## src/rtl/aes_job_sched_pkg.sv

```systemverilog
// Shared types and constants for the AES job scheduler: FSM states, key-length
// codes and the key/block word layouts (word 0 in the least significant slot).
package aes_sched_pkg;

  typedef enum logic [1:0] {IDLE, LOAD, RUN, RESP} state_e;

  localparam logic [1:0] KL_128 = 2'd0;
  localparam logic [1:0] KL_192 = 2'd1;
  localparam logic [1:0] KL_256 = 2'd2;

  typedef logic [7:0][31:0] key_t;
  typedef logic [3:0][31:0] block_t;

  function automatic logic kl_legal(input logic [1:0] kl);
    return (kl == KL_128) || (kl == KL_192) || (kl == KL_256);
  endfunction

endpackage

```

## src/rtl/aes_job_sched_if.sv

```systemverilog
// Requester/response bundle of the AES job scheduler; the scheduler is the
// slave, requesters and the response consumer together form the master.
interface aes_job_sched_if #(
  parameter int N_REQ = 2
) ();
  import aes_sched_pkg::*;

  localparam int ID_W = (N_REQ > 1) ? $clog2(N_REQ) : 1;

  logic [N_REQ-1:0]      req_valid;
  logic [N_REQ-1:0]      req_ready;
  key_t [N_REQ-1:0]      req_key;
  logic [N_REQ-1:0][1:0] req_kl;
  logic [N_REQ-1:0]      req_enc_dec;
  block_t [N_REQ-1:0]    req_data;

  logic                  rsp_valid;
  logic                  rsp_ready;
  logic [ID_W-1:0]       rsp_id;
  block_t                rsp_data;
  logic                  rsp_err;

  modport master (
    output req_valid, req_key, req_kl, req_enc_dec, req_data, rsp_ready,
    input  req_ready, rsp_valid, rsp_id, rsp_data, rsp_err
  );

  modport slave (
    input  req_valid, req_key, req_kl, req_enc_dec, req_data, rsp_ready,
    output req_ready, rsp_valid, rsp_id, rsp_data, rsp_err
  );

endinterface

```

## src/rtl/aes_job_sched_rr_arbiter.sv

```systemverilog
// Combinational round-robin arbiter: grants the first request at or after ptr,
// wrapping; the pointer register lives in the instantiating module.
module rr_arbiter #(
  parameter int N = 2,
  localparam int IW = (N > 1) ? $clog2(N) : 1
) (
  input  logic [N-1:0]  req,
  input  logic [IW-1:0] ptr,
  input  logic          en,
  output logic [N-1:0]  gnt,
  output logic [IW-1:0] idx
);

  logic        found;
  logic [IW:0] pos;

  always_comb begin
    gnt   = '0;
    idx   = '0;
    found = 1'b0;
    pos   = '0;
    for (int i = 0; i < N; i++) begin
      pos = {1'b0, ptr} + (IW+1)'(i);
      if (pos >= (IW+1)'(N)) pos = pos - (IW+1)'(N);
      if (en && !found && req[pos[IW-1:0]]) begin
        found            = 1'b1;
        gnt[pos[IW-1:0]] = 1'b1;
        idx              = pos[IW-1:0];
      end
    end
  end

endmodule

```

## src/rtl/aes_job_sched.sv

```systemverilog
// Shares one AES core between N_REQ requesters: round-robin accept, key-cache
// to skip re-expansion, core launch via cu_clr/cu_ck, watchdog-guarded response.
module aes_job_sched
  import aes_sched_pkg::*;
#(
  parameter int N_REQ   = 2,
  parameter int TIMEOUT = 64
) (
  input  logic           CLK,
  input  logic           CLR,
  aes_job_sched_if.slave host,
  output logic           cu_clr,
  output logic           cu_ck,
  output key_t           cu_key,
  output logic [1:0]     cu_kl,
  output logic           cu_enc_dec,
  output block_t         cu_state_i,
  input  block_t         cu_state_o,
  input  logic           cu_cf
);

  localparam int IW = (N_REQ > 1) ? $clog2(N_REQ) : 1;
  localparam int WW = $clog2(TIMEOUT);

  state_e           state, state_nxt;
  logic [N_REQ-1:0] gnt;
  logic [IW-1:0]    gnt_idx, rr_ptr;
  logic [WW-1:0]    wdog;
  logic             wdog_done, kl_ok, key_miss;
  key_t             sel_key, cache_key;
  logic [1:0]       sel_kl, cache_kl;
  logic             cache_vld;

  rr_arbiter #(.N(N_REQ)) u_arb (
    .req (host.req_valid),
    .ptr (rr_ptr),
    .en  (state == IDLE),
    .gnt (gnt),
    .idx (gnt_idx)
  );

  assign sel_key   = host.req_key[gnt_idx];
  assign sel_kl    = host.req_kl[gnt_idx];
  assign kl_ok     = kl_legal(sel_kl);
  // Direction is deliberately left out of the tag: the same schedule serves both.
  assign key_miss  = !cache_vld || (sel_key != cache_key) || (sel_kl != cache_kl);
  assign wdog_done = (wdog == WW'(TIMEOUT - 1));

  always_ff @(posedge CLK or negedge CLR) begin
    if (!CLR) state <= IDLE;
    else      state <= state_nxt;
  end

  always_comb begin
    state_nxt = state;
    case (state)
      IDLE:    if (|gnt) state_nxt = kl_ok ? LOAD : RESP;
      LOAD:    state_nxt = RUN;
      RUN:     if (cu_cf || wdog_done) state_nxt = RESP;
      RESP:    if (host.rsp_ready) state_nxt = IDLE;
      default: state_nxt = IDLE;
    endcase
  end

  always_ff @(posedge CLK or negedge CLR) begin
    if (!CLR) begin
      rr_ptr         <= '0;
      host.req_ready <= '0;
      host.rsp_valid <= 1'b0;
      host.rsp_id    <= '0;
      host.rsp_data  <= '0;
      host.rsp_err   <= 1'b0;
      cu_clr         <= 1'b1;
      cu_ck          <= 1'b1;
      cu_key         <= '0;
      cu_kl          <= '0;
      cu_enc_dec     <= 1'b0;
      cu_state_i     <= '0;
      cache_key      <= '0;
      cache_kl       <= '0;
      cache_vld      <= 1'b0;
      wdog           <= '0;
    end else begin
      host.req_ready <= gnt;
      case (state)
        // Accept: latch the job; an illegal key length answers without the core.
        IDLE: if (|gnt) begin
          rr_ptr      <= (gnt_idx == IW'(N_REQ - 1)) ? '0 : gnt_idx + IW'(1);
          cu_key      <= sel_key;
          cu_kl       <= sel_kl;
          cu_enc_dec  <= host.req_enc_dec[gnt_idx];
          cu_state_i  <= host.req_data[gnt_idx];
          host.rsp_id <= gnt_idx;
          if (!kl_ok) begin
            host.rsp_valid <= 1'b1;
            host.rsp_err   <= 1'b1;
            host.rsp_data  <= '0;
          end else begin
            cu_ck <= key_miss;
            if (key_miss) begin
              cache_key <= sel_key;
              cache_kl  <= sel_kl;
              cache_vld <= 1'b1;
            end
          end
        end
        LOAD: begin
          cu_clr <= 1'b0;
          cu_ck  <= 1'b0;
          wdog   <= '0;
        end
        // Completion beats a watchdog expiry landing in the same cycle.
        RUN: if (cu_cf) begin
          host.rsp_valid <= 1'b1;
          host.rsp_err   <= 1'b0;
          host.rsp_data  <= cu_state_o;
          cu_clr         <= 1'b1;
        end else if (wdog_done) begin
          host.rsp_valid <= 1'b1;
          host.rsp_err   <= 1'b1;
          host.rsp_data  <= '0;
          cu_clr         <= 1'b1;
          cache_vld      <= 1'b0;
        end else begin
          wdog <= wdog + WW'(1);
        end
        RESP: if (host.rsp_ready) host.rsp_valid <= 1'b0;
        default: ;
      endcase
    end
  end

endmodule

```

## src/flat_wrapper.sv

```systemverilog
// flat-port wrapper written by rule: the top's interface ports become plain ports
module aes_job_sched_flat import aes_sched_pkg::*;
#(
  parameter int N_REQ   = 2,
  parameter int TIMEOUT = 64
)
  (CLK, CLR, cu_clr, cu_ck, cu_key, cu_kl, cu_enc_dec, cu_state_i, cu_state_o, cu_cf, host_req_valid, host_req_key, host_req_kl, host_req_enc_dec, host_req_data, host_rsp_ready, host_req_ready, host_rsp_valid, host_rsp_id, host_rsp_data, host_rsp_err);
  aes_job_sched_if #(.N_REQ(N_REQ)) host_i ();
  input  logic CLK;
  input  logic CLR;
  output logic cu_clr;
  output logic cu_ck;
  output key_t cu_key;
  output logic [1:0] cu_kl;
  output logic cu_enc_dec;
  output block_t cu_state_i;
  input  block_t cu_state_o;
  input  logic cu_cf;
  input wire logic [$bits(host_i.req_valid)-1:0] host_req_valid;
  input wire logic [$bits(host_i.req_key)-1:0] host_req_key;
  input wire logic [$bits(host_i.req_kl)-1:0] host_req_kl;
  input wire logic [$bits(host_i.req_enc_dec)-1:0] host_req_enc_dec;
  input wire logic [$bits(host_i.req_data)-1:0] host_req_data;
  input wire logic [$bits(host_i.rsp_ready)-1:0] host_rsp_ready;
  output wire logic [$bits(host_i.req_ready)-1:0] host_req_ready;
  output wire logic [$bits(host_i.rsp_valid)-1:0] host_rsp_valid;
  output wire logic [$bits(host_i.rsp_id)-1:0] host_rsp_id;
  output wire logic [$bits(host_i.rsp_data)-1:0] host_rsp_data;
  output wire logic [$bits(host_i.rsp_err)-1:0] host_rsp_err;
  assign host_i.req_valid = host_req_valid;
  assign host_i.req_key = host_req_key;
  assign host_i.req_kl = host_req_kl;
  assign host_i.req_enc_dec = host_req_enc_dec;
  assign host_i.req_data = host_req_data;
  assign host_i.rsp_ready = host_rsp_ready;
  assign host_req_ready = host_i.req_ready;
  assign host_rsp_valid = host_i.rsp_valid;
  assign host_rsp_id = host_i.rsp_id;
  assign host_rsp_data = host_i.rsp_data;
  assign host_rsp_err = host_i.rsp_err;
  aes_job_sched #(.N_REQ(N_REQ), .TIMEOUT(TIMEOUT)) u_core (.CLK(CLK), .CLR(CLR), .host(host_i), .cu_clr(cu_clr), .cu_ck(cu_ck), .cu_key(cu_key), .cu_kl(cu_kl), .cu_enc_dec(cu_enc_dec), .cu_state_i(cu_state_i), .cu_state_o(cu_state_o), .cu_cf(cu_cf));
endmodule
```

## config.mk

```make
export PLATFORM = sky130hd
export DESIGN_NAME = aes_job_sched_flat
export DESIGN_NICKNAME = d
export VERILOG_FILES = /design/src/rtl/aes_job_sched_pkg.sv /design/src/rtl/aes_job_sched_if.sv /design/src/rtl/aes_job_sched_rr_arbiter.sv /design/src/rtl/aes_job_sched.sv /design/src/flat_wrapper.sv
export SDC_FILE = /design/constraint.sdc
export NUM_CORES = 2
export LEC_CHECK = 0
export CAP_MARGIN = 20
export CORE_AREA = 2 2 560 562
export DETAILED_ROUTE_END_ITERATION = 8
export DIE_AREA = 0 0 562 564
export SLEW_MARGIN = 20
export SYNTH_ARGS = -nofsm -noshare
export SYNTH_HDL_FRONTEND = slang
export SYNTH_SLANG_ARGS = --single-unit
```

## constraint.sdc

```tcl
create_clock -name CLK -period 5.8 [get_ports CLK]
set_input_delay 1.16 -clock CLK [delete_from_list [all_inputs] [get_ports CLK]]
set_output_delay 1.16 -clock CLK [all_outputs]
set_load 0.03 [all_outputs]
```

### Met3 routing

Scale: 1 px per µm. Cells faint in the background.
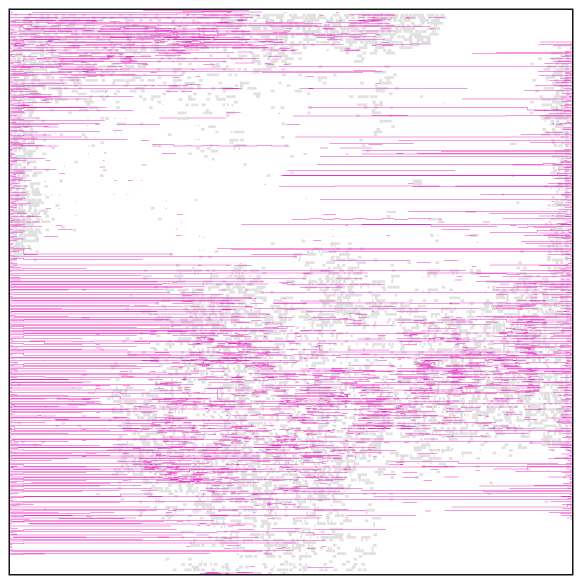
- main direction: horizontal
- wire length on this layer: 73.9 mm
- nets with wire on the layer: 1,619

### Wiring heat map

Scale: 0.5 px per µm. 28 x 28 tiles, from dark blue (low) to red (high), scaled to the fullest tile. Values are wire area over tile area, all layers added.
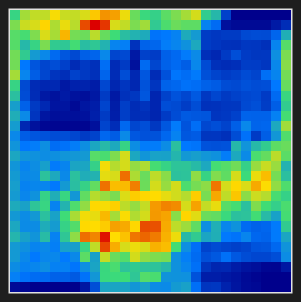
- nearly empty tiles: 3.4%
- fullest tile: 0.69
- tiles over half the peak: 28%
- emptiest ninth of the die: upper right
- mean over tiles: 0.24
- densest ninth of the die: bottom center

## cells in the final DEF (no fill, tap or decap), drive strengths merged, types with 136 or more instances in the layout
| cell type | netlist | routed |
|---|---|---|
| a21oi | 138 | 138 |
| a222oi | 146 | 146 |
| a22o | 136 | 136 |
| a31oi | 271 | 271 |
| buf | 73 | 278 |
| clkbuf | 313 | 157 |
| clkdlybuf4s50 | 0 | 1426 |
| dfrtp | 788 | 788 |
| inv | 317 | 321 |
| mux2i | 156 | 156 |
| nand2 | 301 | 301 |
| nand2b | 195 | 195 |
| nand3 | 151 | 151 |
| o21ai | 345 | 345 |
| o41ai | 153 | 153 |
## registers in the layout, indices dropped and copies added, names as in the netlist, 2 cells and up
signal                 flops
u_core.cache_kl            2
u_core.host.rsp_data     128
u_core.state               2
u_core.host.req_ready      2
u_core.cu_key            256
u_core.cu_state_i        128
u_core.cache_key         256
u_core.wdog                6
u_core.cu_kl               2
## layout make-up
type,count,share of cell area
antenna,132,0.00493
clock buffer,157,0.0482
clock inverter,41,0.00834
inverter,317,0.0180
multi-input combinational,2905,0.293
sequential,790,0.295
tap,4140,0.0773
timing repair buffer,1704,0.255
## kinds of logic after synthesis
| kind of cell | synth area share |
|---|---|
| AND/OR/NAND/NOR | 0.131 |
| adder cells (fa/ha/maj) | 0.00178 |
| flip-flops | 0.470 |
| XOR/XNOR | 0.0264 |
| multiplexers | 0.0383 |
| buffers and inverters | 0.0664 |
| AND-OR/OR-AND | 0.266 |
## per-layer routing
metal,vias to the layer above,GRT usage,share of wire
met5,-,0.00417,0.0039
met4,242,0.0845,0.040
met3,887,0.178,0.18
met2,3598,0.347,0.40
met1,24033,0.288,0.37
li1,19714,-,-
==> results.sh <==
# yosys + openroad results
export IMPL_status="finished, violations left"
export IMPL_violations="DRC"
export IMPL_yosys_stat_area_um2=42100
export IMPL_drtPass1Iterations=9
export IMPL_dp_slack_ns=-0.148
export IMPL_syn_cell_area_um2=42100
export IMPL_reg2regPathDepth=14
export IMPL_cp_end_kind="flip-flop"
export IMPL_top_area_cell="dfrtp_1"
export IMPL_place_congestion=1.03
export IMPL_hold_viol_final=0
export IMPL_die_size_x_um=562
export IMPL_peakVddDrop_mv=0.392
export IMPL_cts_made_buffers=111
export IMPL_edf_count=0
export IMPL_wl_per_cell_um=40.2
export IMPL_power_group_top="combinational cells"
export IMPL_critPathKind="reg -> reg"
export IMPL_die_area_um2=317000
export IMPL_post_route_util=0.216
export IMPL_rsz0062_at_grt="no"
export IMPL_fill_cells=34044
export IMPL_tool_warnings=51
export IMPL_top_cell_area_share=0.469
export IMPL_cp_cell_sequence="inv_1 > ha_1 > and2_4 > nand2_8 > inv_16 > buf_4 > mux2i_1 > buf_4 > o2111ai_1 > or4_1 > or4_1 > or4_1 > o31a_1 > a222oi_1"
export IMPL_cts_tree="done"
export IMPL_drt_iter0_markers=7098
export IMPL_swShare=0.495
export IMPL_p_int_w=0.0198
export IMPL_setup_viol=0
export IMPL_numSynthFlops=790
export IMPL_post_cts_buffers=0
export IMPL_async_reset_ff_frac=1.00
export IMPL_synthTopCellsByCount="dfrtp_1, o21ai_0, inv_1, clkbuf_1, nand2_1"
export IMPL_finalNonFillerCells=10186
export IMPL_core_um2=311000
export IMPL_slowest_stage="or4_1"
export IMPL_fin_ws_ns=0.647
export IMPL_cts_sinks=790
export IMPL_syn_mean_instance_area_um2=9.57
export IMPL_vias=48474
export IMPL_r2r_start="u_core.state[0]$_DFFE_PN0P_"
export IMPL_area_growth_syn_to_layout_pct=59.3
export IMPL_critPathMaxFanout=37
export IMPL_p_leak_nw=26.2
export IMPL_yosysWarnings=0
export IMPL_crit_buf_inv=4
export IMPL_yosys_cell_types_count=78
export IMPL_critPathLaunchType="flip-flop"
export IMPL_most_common_cell="dfrtp_1"
export IMPL_endpoint="u_core.cache_key[95]$_DFFE_PN0P_"
export IMPL_hp_class="in -> async"
export IMPL_dp_hpwl_um=346000
export IMPL_setup_tns_final_ns=0
export IMPL_cts_resized=0
export IMPL_ys_cells=4398
export IMPL_antenna_found_initial=378
export IMPL_grt_use_total=0.247
export IMPL_topCellsByArea="dfrtp_1, o21ai_0, a31oi_1"
export IMPL_ys_seq_frac=0.470
export IMPL_layout_area_seq_um2=19800
export IMPL_cts_root_buffer_cell="clkbuf_16"
export IMPL_remaining_drc_errors=29
export IMPL_cts_buffer_depth=4
export IMPL_reg2reg_setup_slack_ns=0.65
export IMPL_mi_logic_area_um2=19700
export IMPL_nets=6743
export IMPL_ant_nets=0
export IMPL_routed_via_density=4.76
export IMPL_power_per_cell_area_nw_per_um2=586
export IMPL_layout_min_cycle_time_ns=5.15
export IMPL_drv_slew=0
export IMPL_drive_gt1_frac=0.0844
export IMPL_initial_utilization=0.135
export IMPL_grt_first_pass_wirelength_um=509000
export IMPL_die_h_um=564
export IMPL_pg_seq_w=0.0105
export IMPL_max_stage_delay_ns=0.58
export IMPL_path_clk_slew_ns=0.06
export IMPL_cts_htree_levels=3
export IMPL_fin_hold_ws_ns=0.307
export IMPL_pwr_share_comb=0.544
export IMPL_place_area_um2=62900
export IMPL_r2r_end="u_core.cache_key[95]$_DFFE_PN0P_"
export IMPL_clock_latency_ns=0.89
export IMPL_finalWirelength_um=409000
export IMPL_grt_pass1_vias=44685
export IMPL_arrival_ns=5.91
